--- src/rtl/cook_timer.sv ---
// Microwave cook timer: keypad BCD entry of MM:SS, countdown gated by mag_on, done flag.
// Optional end-of-cook beep pulse when TIMER_BEEP_EN is defined.
module cook_timer #(
  parameter int unsigned TICK_DIV    = 50_000_000,
  parameter int unsigned BEEP_CYCLES = 25_000_000
) (
  input  logic       clk,
  input  logic       rst_n,
  input  logic       clearn,
  input  logic       digit_valid,
  input  logic [3:0] digit,
  input  logic       mag_on,
  output logic       timer_done,
  output logic [3:0] min_tens,
  output logic [3:0] min_ones,
  output logic [3:0] sec_tens,
  output logic [3:0] sec_ones
`ifdef TIMER_BEEP_EN
  ,
  output logic       beep
`endif
);

  localparam int unsigned PW = (TICK_DIV > 2) ? $clog2(TICK_DIV) : 1;

  if (TICK_DIV < 2 || BEEP_CYCLES < 1) begin : g_bad_param
    $error("cook_timer: TICK_DIV must be >= 2 and BEEP_CYCLES >= 1");
  end

  typedef enum logic [1:0] {IDLE, SET, RUN, DONE} state_t;

  state_t        state, state_d;
  logic [PW-1:0] presc, presc_d;
  logic          done_d;
  logic [3:0]    min_tens_d, min_ones_d, sec_tens_d, sec_ones_d;

  logic key_ok_c;
  logic tick_c;

  assign key_ok_c = digit_valid && !mag_on && (digit <= 4'd9);
  assign tick_c   = mag_on && (state == SET || state == RUN) &&
                    (presc == PW'(TICK_DIV - 1));

  // State, count, prescaler and done register
  always_ff @(posedge clk or negedge rst_n) begin
    if (!rst_n) begin
      state      <= IDLE;
      presc      <= '0;
      timer_done <= 1'b0;
      min_tens   <= 4'd0;
      min_ones   <= 4'd0;
      sec_tens   <= 4'd0;
      sec_ones   <= 4'd0;
    end else begin
      state      <= state_d;
      presc      <= presc_d;
      timer_done <= done_d;
      min_tens   <= min_tens_d;
      min_ones   <= min_ones_d;
      sec_tens   <= sec_tens_d;
      sec_ones   <= sec_ones_d;
    end
  end

  // Next-state: clear beats key entry beats countdown
  always_comb begin
    state_d    = state;
    presc_d    = presc;
    done_d     = timer_done;
    min_tens_d = min_tens;
    min_ones_d = min_ones;
    sec_tens_d = sec_tens;
    sec_ones_d = sec_ones;

    if (!clearn) begin
      state_d    = IDLE;
      presc_d    = '0;
      done_d     = 1'b0;
      min_tens_d = 4'd0;
      min_ones_d = 4'd0;
      sec_tens_d = 4'd0;
      sec_ones_d = 4'd0;
    end else if (key_ok_c) begin
      done_d = 1'b0;
      if (state == DONE) begin
        min_tens_d = 4'd0;
        min_ones_d = 4'd0;
        sec_tens_d = 4'd0;
      end else begin
        min_tens_d = min_ones;
        min_ones_d = sec_tens;
        sec_tens_d = sec_ones;
      end
      sec_ones_d = digit;
      if ({min_tens_d, min_ones_d, sec_tens_d, sec_ones_d} == 16'd0) begin
        state_d = IDLE;
        presc_d = '0;
      end else begin
        state_d = SET;
      end
    end else if (state == IDLE) begin
      // Start with nothing set finishes at once
      if (mag_on) begin
        done_d  = 1'b1;
        state_d = DONE;
      end
    end else if (state == SET || state == RUN) begin
      if (mag_on) begin
        state_d = RUN;
        if (tick_c) begin
          presc_d = '0;
          if (sec_ones != 4'd0) begin
            sec_ones_d = sec_ones - 4'd1;
          end else if (sec_tens != 4'd0) begin
            sec_tens_d = sec_tens - 4'd1;
            sec_ones_d = 4'd9;
          end else if (min_ones != 4'd0) begin
            min_ones_d = min_ones - 4'd1;
            sec_tens_d = 4'd5;
            sec_ones_d = 4'd9;
          end else begin
            min_tens_d = min_tens - 4'd1;
            min_ones_d = 4'd9;
            sec_tens_d = 4'd5;
            sec_ones_d = 4'd9;
          end
          if ({min_tens_d, min_ones_d, sec_tens_d, sec_ones_d} == 16'd0) begin
            done_d  = 1'b1;
            state_d = DONE;
          end
        end else begin
          presc_d = presc + PW'(1);
        end
      end else begin
        state_d = SET;
      end
    end
  end

`ifdef TIMER_BEEP_EN
  localparam int unsigned BW = (BEEP_CYCLES > 2) ? $clog2(BEEP_CYCLES) : 1;

  logic [BW-1:0] beep_cnt, beep_cnt_d;
  logic          beep_d;

  always_ff @(posedge clk or negedge rst_n) begin
    if (!rst_n) begin
      beep     <= 1'b0;
      beep_cnt <= '0;
    end else begin
      beep     <= beep_d;
      beep_cnt <= beep_cnt_d;
    end
  end

  // Pulse starts with the done rise and lasts BEEP_CYCLES cycles
  always_comb begin
    beep_d     = beep;
    beep_cnt_d = beep_cnt;
    if (!clearn || key_ok_c) begin
      beep_d     = 1'b0;
      beep_cnt_d = '0;
    end else if (done_d && !timer_done) begin
      beep_d     = 1'b1;
      beep_cnt_d = '0;
    end else if (beep) begin
      if (beep_cnt == BW'(BEEP_CYCLES - 1)) begin
        beep_d = 1'b0;
      end else begin
        beep_cnt_d = beep_cnt + BW'(1);
      end
    end
  end
`endif

endmodule

--- config.mk ---
export PLATFORM = sky130hd
export DESIGN_NAME = cook_timer
export DESIGN_NICKNAME = d
export VERILOG_FILES = /design/src/rtl/cook_timer.sv
export SDC_FILE = /design/constraint.sdc
export NUM_CORES = 1
export LEC_CHECK = 0
export CAP_MARGIN = 10
export CORE_ASPECT_RATIO = 0.8
export CORE_MARGIN = 1
export CORE_UTILIZATION = 40
export CTS_CLUSTER_SIZE = 14
export DETAILED_ROUTE_END_ITERATION = 8
export PLACE_DENSITY = 0.69
export SLEW_MARGIN = 20
export SYNTH_ARGS = -nofsm -noshare
export SYNTH_HDL_FRONTEND = slang
export SYNTH_SLANG_ARGS = --single-unit
export TNS_END_PERCENT = 5
--- constraint.sdc ---
create_clock -name clk -period 2.3 [get_ports clk]
set_input_delay 0.69 -clock clk [delete_from_list [all_inputs] [get_ports clk]]
set_output_delay 0.69 -clock clk [all_outputs]
set_load 0.01 [all_outputs]
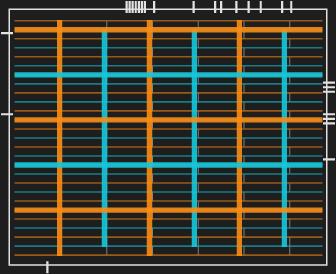
*Supply network*
Pins as bars on the die edge. Tap cells in gray.
Key: VSS = orange; VDD = cyan
The core has 26 rows. 84 tap cells. 6 straps on met4. 26 signal pins sit on the boundary. 5 straps on met5.

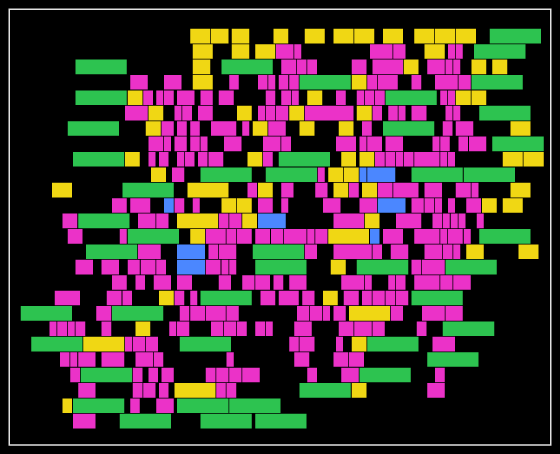
*Placement by cell class*
Key: registers = green [cells 45]; remaining buffers and delay cells = yellow [cells 70]; clock drivers and dummy loads = blue [cells 8]; remaining logic cells = magenta [cells 261]

==> impl_metrics.tcl <==
# flow metrics
set metrics [dict create \
    slew_violations 0 \
    nFillCells 589 \
    switchingPower_uw 756 \
    setup_viol 15 \
    cts_root_buf "clkbuf_8" \
    area_growth_pct 31.4 \
    setup_slack_ns -0.0676 \
    critPathTopFamily "simple AND/OR/NAND/NOR gates" \
    common_cells "dfrtp_1, o21ai_0, a21oi_1, nor2_1, clkbuf_1" \
    clock.fmax_ghz 0.422 \
    async_flop_share 1.00 \
    tap_cells 84 \
    synth_seq_share 0.404 \
    reg2regPathDepth 6 \
    grt_max_degree 25 \
    core_mm2 0.00657 \
    final_layout_top_logic_cell "dfrtp_1" \
    post-route-util 0.558 \
    r2r_slack_ns -0.07 \
    peakVddDrop_v 0.000278 \
    die_w_um 95.4 \
    drive_gt1_frac 0.232 \
    cp.arrival_ns 2.59 \
    violations "setup timing" \
    slew_headroom 0.662 \
    end_kind "register" \
    buffer_area_frac 0.178 \
    status "finished, violations left" \
    dp_slack_ns -0.464 \
    clock_sinks 45 \
    wire_per_inst_um 16.9 \
    logic_gates 251 \
    num_vias 2891 \
    critical_path_buf_inv_count 1 \
    r2r_end "presc[22]" \
    grt_pass1_wl_um 12700 \
    drc 0 \
    seq_share 0.307 \
    p_clk_frac 0.220 \
]
[flip-flops by register name, summed over array words and instances (netlist names)]
register	cells
presc	26
state	2
timer_done	1
min_tens	4
sec_ones	4
min_ones	4
sec_tens	4
[routing by layer]
layer / GRT usage / part of all wire / routed length (µm)
met1: 0.345 / 0.49 / 3840
met2: 0.310 / 0.44 / 3510
met3: 0.0397 / 0.062 / 490
met4: 0.0394 / 0.0078 / 62
met5: 0 / 0 / 0
[kinds of logic (layout without fill, tap and decap cells)]
logic type	count (synthesis)	count (layout)	share of synthesized area
DFF	45	45	0.404
and+or+nand+nor	134	134	0.274
adders and majority gates	5	5	0.0224
muxes	3	3	0.0117
AOI/OAI and AO/OA	109	109	0.242
buffers and inverters	33	88	0.0462
